## src/rtl/gpio_bank.sv

```systemverilog
// gpio_bank: NPORTS x PORT_W GPIO controller with atomic set/clear, synchronised inputs and edge interrupts.
// Optional per-bit input debounce is enabled by defining GPIO_DEBOUNCE_EN.
module gpio_bank #(
  parameter int NPORTS    = 3,
  parameter int PORT_W    = 8,
  parameter int DB_CYCLES = 16
) (
  input  logic                     clk,
  input  logic                     rst,
  input  logic                     sel_i,
  input  logic                     req_i,
  input  logic                     we_i,
  input  logic [7:0]               addr_i,
  input  logic [31:0]              wdata_i,
  output logic [31:0]              rdata_o,
  output logic                     ack_o,
  output logic                     irq_o,
  input  logic [NPORTS*PORT_W-1:0] gpio_i,
  output logic [NPORTS*PORT_W-1:0] gpio_o,
  output logic [NPORTS*PORT_W-1:0] gpio_oe
);

  typedef logic [NPORTS-1:0][PORT_W-1:0] bank_t;

  typedef enum logic [2:0] {
    R_DIR      = 3'd0,
    R_OUT      = 3'd1,
    R_IN       = 3'd2,
    R_IRQ_EN   = 3'd3,
    R_IRQ_RISE = 3'd4,
    R_IRQ_STAT = 3'd5,
    R_OUT_SET  = 3'd6,
    R_OUT_CLR  = 3'd7
  } reg_t;

  logic              access;
  logic [2:0]        port_idx;
  reg_t              reg_idx;
  logic [PORT_W-1:0] wd;
  logic [NPORTS-1:0] port_hit;
  logic [NPORTS-1:0] wr_hit;
  logic [PORT_W-1:0] rd_val;
  logic              unused_bus_bits;

  bank_t dir_q, out_q, en_q, rise_q, stat_q, stat_d;
  bank_t sync1_q, sync2_q, filt, prev_q, evt;

  assign access          = sel_i & req_i;
  assign port_idx        = addr_i[7:5];
  assign reg_idx         = reg_t'(addr_i[4:2]);
  assign wd              = wdata_i[PORT_W-1:0];
  assign unused_bus_bits = ^{addr_i[1:0], wdata_i};

  // Ports at or above NPORTS never match, so such accesses only produce an ack (and zero read data).
  always_comb begin
    port_hit = '0;
    for (int p = 0; p < NPORTS; p++) begin
      port_hit[p] = access && (port_idx == 3'(p));
    end
  end

  assign wr_hit = port_hit & {NPORTS{we_i}};

  // Two-flop synchroniser on every pad input.
  always_ff @(posedge clk or posedge rst) begin
    if (rst) begin
      sync1_q <= '0;
      sync2_q <= '0;
    end else begin
      sync1_q <= gpio_i;
      sync2_q <= sync1_q;
    end
  end

`ifdef GPIO_DEBOUNCE_EN
  localparam int CW = $clog2(DB_CYCLES + 1);
  localparam logic [CW-1:0] DB_LAST = CW'(DB_CYCLES - 1);

  logic [CW-1:0] db_cnt [NPORTS][PORT_W];
  bank_t         filt_q;

  // A bit only follows the synchronised pin once it has disagreed for DB_CYCLES consecutive cycles.
  always_ff @(posedge clk or posedge rst) begin
    if (rst) begin
      filt_q <= '0;
      for (int p = 0; p < NPORTS; p++) begin
        for (int b = 0; b < PORT_W; b++) begin
          db_cnt[p][b] <= '0;
        end
      end
    end else begin
      for (int p = 0; p < NPORTS; p++) begin
        for (int b = 0; b < PORT_W; b++) begin
          if (sync2_q[p][b] == filt_q[p][b]) begin
            db_cnt[p][b] <= '0;
          end else if (db_cnt[p][b] == DB_LAST) begin
            filt_q[p][b] <= sync2_q[p][b];
            db_cnt[p][b] <= '0;
          end else begin
            db_cnt[p][b] <= db_cnt[p][b] + CW'(1);
          end
        end
      end
    end
  end

  assign filt = filt_q;
`else
  localparam int unused_db_cycles = DB_CYCLES;

  assign filt = sync2_q;
`endif

  always_ff @(posedge clk or posedge rst) begin
    if (rst) begin
      prev_q <= '0;
    end else begin
      prev_q <= filt;
    end
  end

  assign evt = (rise_q & filt & ~prev_q) | (~rise_q & ~filt & prev_q);

  // A new enabled edge overrides a simultaneous write-1-to-clear on the same bit.
  always_comb begin
    stat_d = stat_q;
    for (int p = 0; p < NPORTS; p++) begin
      if (wr_hit[p] && (reg_idx == R_IRQ_STAT)) begin
        stat_d[p] = stat_d[p] & ~wd;
      end
      stat_d[p] = stat_d[p] | (evt[p] & en_q[p]);
    end
  end

  always_ff @(posedge clk or posedge rst) begin
    if (rst) begin
      dir_q  <= '0;
      out_q  <= '0;
      en_q   <= '0;
      rise_q <= '0;
      stat_q <= '0;
    end else begin
      stat_q <= stat_d;
      for (int p = 0; p < NPORTS; p++) begin
        if (wr_hit[p]) begin
          case (reg_idx)
            R_DIR:      dir_q[p]  <= wd;
            R_OUT:      out_q[p]  <= wd;
            R_IRQ_EN:   en_q[p]   <= wd;
            R_IRQ_RISE: rise_q[p] <= wd;
            R_OUT_SET:  out_q[p]  <= out_q[p] | wd;
            R_OUT_CLR:  out_q[p]  <= out_q[p] & ~wd;
            default:    ;
          endcase
        end
      end
    end
  end

  always_comb begin
    rd_val = '0;
    for (int p = 0; p < NPORTS; p++) begin
      if (port_hit[p]) begin
        case (reg_idx)
          R_DIR:      rd_val = dir_q[p];
          R_OUT:      rd_val = out_q[p];
          R_IN:       rd_val = filt[p];
          R_IRQ_EN:   rd_val = en_q[p];
          R_IRQ_RISE: rd_val = rise_q[p];
          R_IRQ_STAT: rd_val = stat_q[p];
          default:    rd_val = '0;
        endcase
      end
    end
  end

  always_ff @(posedge clk or posedge rst) begin
    if (rst) begin
      ack_o   <= 1'b0;
      rdata_o <= '0;
    end else begin
      ack_o   <= access;
      rdata_o <= (access && !we_i) ? 32'(rd_val) : 32'd0;
    end
  end

  assign gpio_o  = out_q;
  assign gpio_oe = dir_q;
  assign irq_o   = |(stat_q & en_q);

endmodule

```

## config.mk

```make
export PLATFORM = sky130hd
export DESIGN_NAME = gpio_bank
export DESIGN_NICKNAME = d
export VERILOG_FILES = /design/src/rtl/gpio_bank.sv
export SDC_FILE = /design/constraint.sdc
export NUM_CORES = 1
export LEC_CHECK = 0
export ABC_AREA = 1
export CORE_MARGIN = 1
export CORE_UTILIZATION = 53
export CTS_CLUSTER_DIAMETER = 100
export DETAILED_ROUTE_END_ITERATION = 7
export PLACE_DENSITY_LB_ADDON = 0.2
export SLEW_MARGIN = 20
export SYNTH_ARGS = -nofsm -noshare
export SYNTH_HDL_FRONTEND = slang
export SYNTH_SLANG_ARGS = --single-unit
```

## constraint.sdc

```tcl
create_clock -name clk -period 7.7 [get_ports clk]
set_input_delay 1.155 -clock clk [delete_from_list [all_inputs] [get_ports clk]]
set_output_delay 1.155 -clock clk [all_outputs]
set_load 0.01 [all_outputs]
```

==> flow_metrics.tcl, run 1 <==
# metrics dict for downstream scripts
set metrics [dict create \
    top_usage_layer "met2" \
    status "finished, final reports clean" \
    comb_cells 675 \
    nNonClkBuffers 103 \
    via_per_inst 5.67 \
    reg2reg_depth 8 \
    worstPathRequired_ns 6.55 \
    cts_tree "yes" \
    core_um2 16600 \
    final_cell_area_um2 10700 \
    crit_family "simple AND/OR/NAND/NOR gates" \
    cts_sinks 201 \
    synth-async-reset-ratio_pct 100 \
    synthXorXnorAreaFrac_pct 0 \
    critical_path_depth 5 \
    power_density_nw_per_um2 228 \
    die_y_um 132 \
    path_buffers 2 \
    via_count 7443 \
    rows 47 \
    clk_root_buffer_cell "clkbuf_16" \
    yosysTopAreaCell "dfrtp_1" \
    n_tap_cell 220 \
    fin_util_pct 64.5 \
    postRouteAntennaNets 0 \
    post-place-ws_ns 3.68 \
    maxCapViolCount 0 \
    wl_per_cell_um 18.3 \
    mostFrequentLayoutCell "nand2_1" \
    fin_crit_sh_pct 46.8 \
    synth-simple-area-share_pct 19.8 \
    seq_share_pct 47.0 \
    synthFlopType "dfrtp_1" \
    highest_layer "met4" \
    min_from "sync1_q[4]$_DFF_PP0_" \
    fin_crit_ns 3.60 \
    cts_buffer_depth 3 \
    layoutNonFillerInstCount 1312 \
    syn_avg_cell_area_um2 9.09 \
    antenna_cells 0 \
    overflow 0 \
    logic_area_um2 3360 \
    bufAreaShareNonClock_pct 9.56 \
    yosysSeqAreaShare_pct 56.0 \
    wl_met3_um 2100 \
    power_leader "registers" \
    use_met3_pct 5.38 \
    clock.latency.late_pin_ns 0.51 \
    total_power_w 0.00244 \
    areaGrowthSynthToFinish_pct 19.1 \
    antenna_found_initial 0 \
    dp_hpwl_um 16000 \
    fp.dieW_um 132 \
    synth_area_um2 8990 \
    worst_slew_pin_slew_ns 0.916 \
    grt_max_degree 128 \
    use_met2_pct 42.9 \
    grt.total_usage_pct 27.8 \
    path_class "reg2out" \
    fmax_ghz 0.278 \
    ys_cells 989 \
    ys.flops 201 \
    clkPwrFrac_pct 41.9 \
    gp_congestion 0.884 \
    drive_gt1_share_pct 7.42 \
    logic_family "simple AND/OR/NAND/NOR gates" \
    die_area_um2 17500 \
    finalHoldViolations 0 \
    edf_count 0 \
    cts_hold_buf 0 \
    setup_tns_ns 0 \
    syn_inst 989 \
    compound_area_share_pct 16.6 \
    firstDrtPassIters 5 \
    min_path_type "reg2reg" \
]
Figure 1. Routed metal per tile (run 1).
The die is cut into 26 by 26 equal tiles; dark blue is low, red is high, scaled to the fullest tile. Values are wire area over tile area, all layers added.
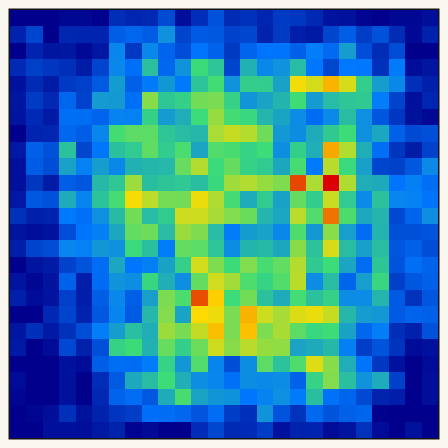
emptiest ninth of the die	south-west
mean over tiles	0.23
densest ninth of the die	centre

Figure 2. Nets reached from selected ports (run 1).
Bar = 50 µm.
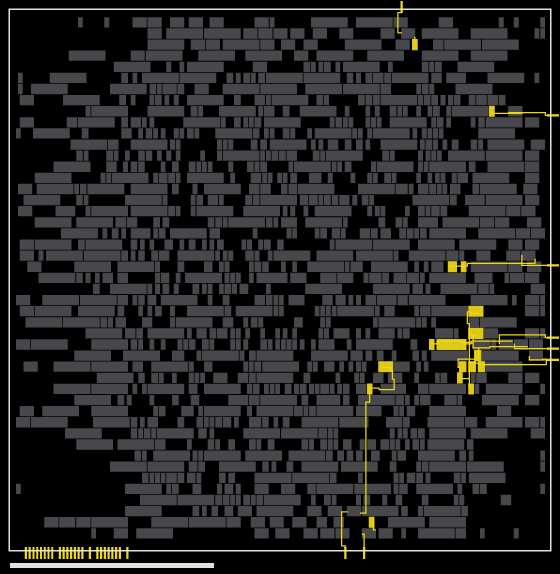
port	colour	bits	direction	edge	end cells	buffers	wire
wdata_i	yellow	32	input	26 south, 5 east, 1 north	23	8	257 µm

Figure 3. Zoomed window (run 1).
Window x 13 to 53, y 79 to 119 µm. Cells in grey, sequential cells in the stronger grey; small squares are vias.
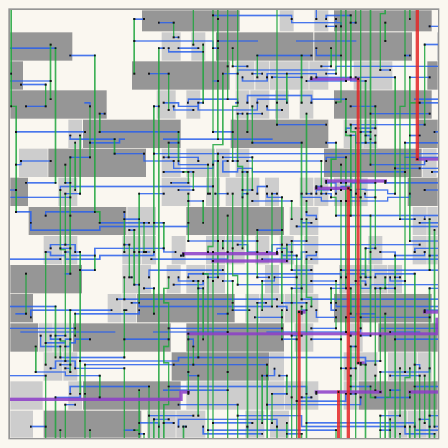
layer	colour
metal 3	purple
metal 4	red
metal 2	green
metal 1	blue
sequential cells in the window	24
cells with their middle in the window	115
netlist names of flops here include	gpio_oe (8), filt (4), prev_q (4)
most frequent	nand2_1 (32), dfrtp_1 (24), o21ai_0 (23)

==> run 2: changes to the inputs <==
==> constraint.sdc (replaced) <==
create_clock -name clk -period 3.58 [get_ports clk]
set_input_delay 0.537 -clock clk [delete_from_list [all_inputs] [get_ports clk]]
set_output_delay 0.537 -clock clk [all_outputs]
set_load 0.01 [all_outputs]
==> flow_metrics.tcl, run 2 <==
# metrics dict for downstream scripts
set metrics [dict create \
    cts_hold_buf 0 \
    fin_crit_sh_pct 79.1 \
    post-place-ws_ns 0.647 \
    path_class "reg2out" \
    syn_avg_cell_area_um2 9.09 \
    min_path_type "reg2reg" \
    syn_inst 989 \
    power_density_nw_per_um2 494 \
    ys.flops 201 \
    firstDrtPassIters 5 \
    fmax_ghz 0.353 \
    grt_max_degree 48 \
    grt_pass1_vias 7311 \
    overflow 0 \
    yosysTopAreaCell "dfrtp_1" \
    fin_crit_ns 2.83 \
    die_area_um2 17500 \
    worst_slew_pin_slew_ns 0.693 \
    nNonClkBuffers 114 \
    via_per_inst 5.74 \
    status "finished, final reports clean" \
    highest_layer "met4" \
    wl_met3_um 1840 \
    rows 47 \
    wl_per_cell_um 18.4 \
    clk_root_buffer_cell "clkbuf_16" \
    compound_area_share_pct 16.6 \
    cts_tree "yes" \
    clock.latency.late_pin_ns 0.50 \
    reg2reg_depth 8 \
    synthXorXnorAreaFrac_pct 0 \
    die_y_um 132 \
    drc 0 \
    yosysSeqAreaShare_pct 56.0 \
    use_met2_pct 44.7 \
    rsz0062_at_grt "false" \
    comb_cells 675 \
    top_usage_layer "met2" \
    critical_path_depth 5 \
    synthFlopType "dfrtp_1" \
    synth_area_um2 8990 \
    layoutNonFillerInstCount 1327 \
    use_met3_pct 4.69 \
    clkPwrFrac_pct 42.9 \
    power_leader "registers" \
    drive_gt1_share_pct 8.59 \
    n_tap_cell 220 \
    via_count 7617 \
    setup_tns_ns 0 \
    mostFrequentLayoutCell "nand2_1" \
    gp_congestion 0.919 \
    core_um2 16600 \
    total_power_w 0.00537 \
    crit_family "simple AND/OR/NAND/NOR gates" \
    seq_share_pct 46.3 \
    min_from "sync1_q[7]$_DFF_PP0_" \
    postRouteAntennaNets 0 \
    fp.dieW_um 132 \
    antenna_cells 1 \
    areaGrowthSynthToFinish_pct 21.0 \
    finalHoldViolations 0 \
    synth-simple-area-share_pct 19.8 \
    logic_family "simple AND/OR/NAND/NOR gates" \
]
Figure 4. Routed metal per tile (run 2).
The die is cut into 26 by 26 equal tiles; dark blue is low, red is high, scaled to the fullest tile. Values are wire area over tile area, all layers added.
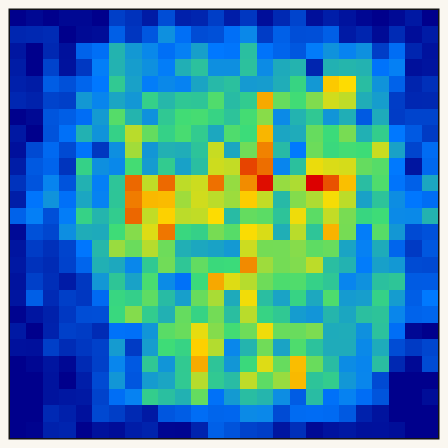
densest ninth of the die	centre
emptiest ninth of the die	south-west
fullest tile	0.71
mean over tiles	0.23
nearly empty tiles	6.8%
GRT Util Overall: 29.0%
routed wire length: 24400 µm

Figure 5. Clock nets (run 2).
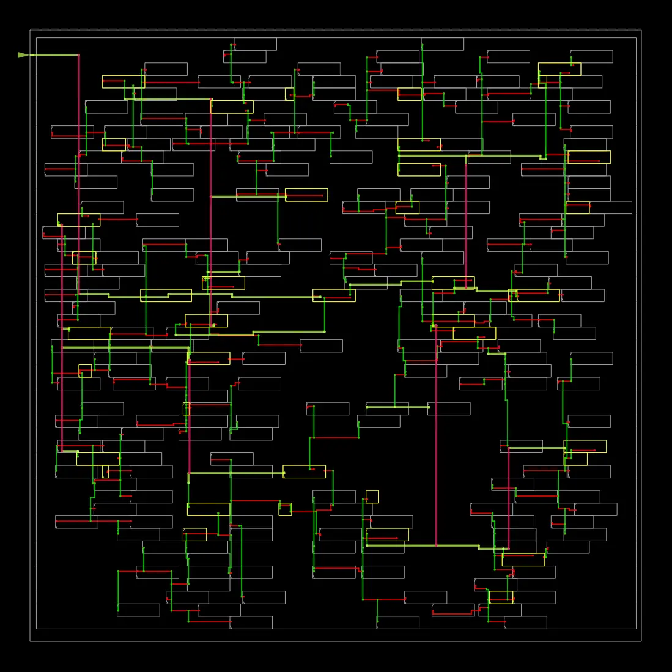
clkbuf count: 33
CTS sink cnt: 201
Clk. pwr: 0.00230 W
TritonCTS buffer count: 22
Worst Skew: 0.0155 ns

Power is estimated from default activity; no workload was simulated.
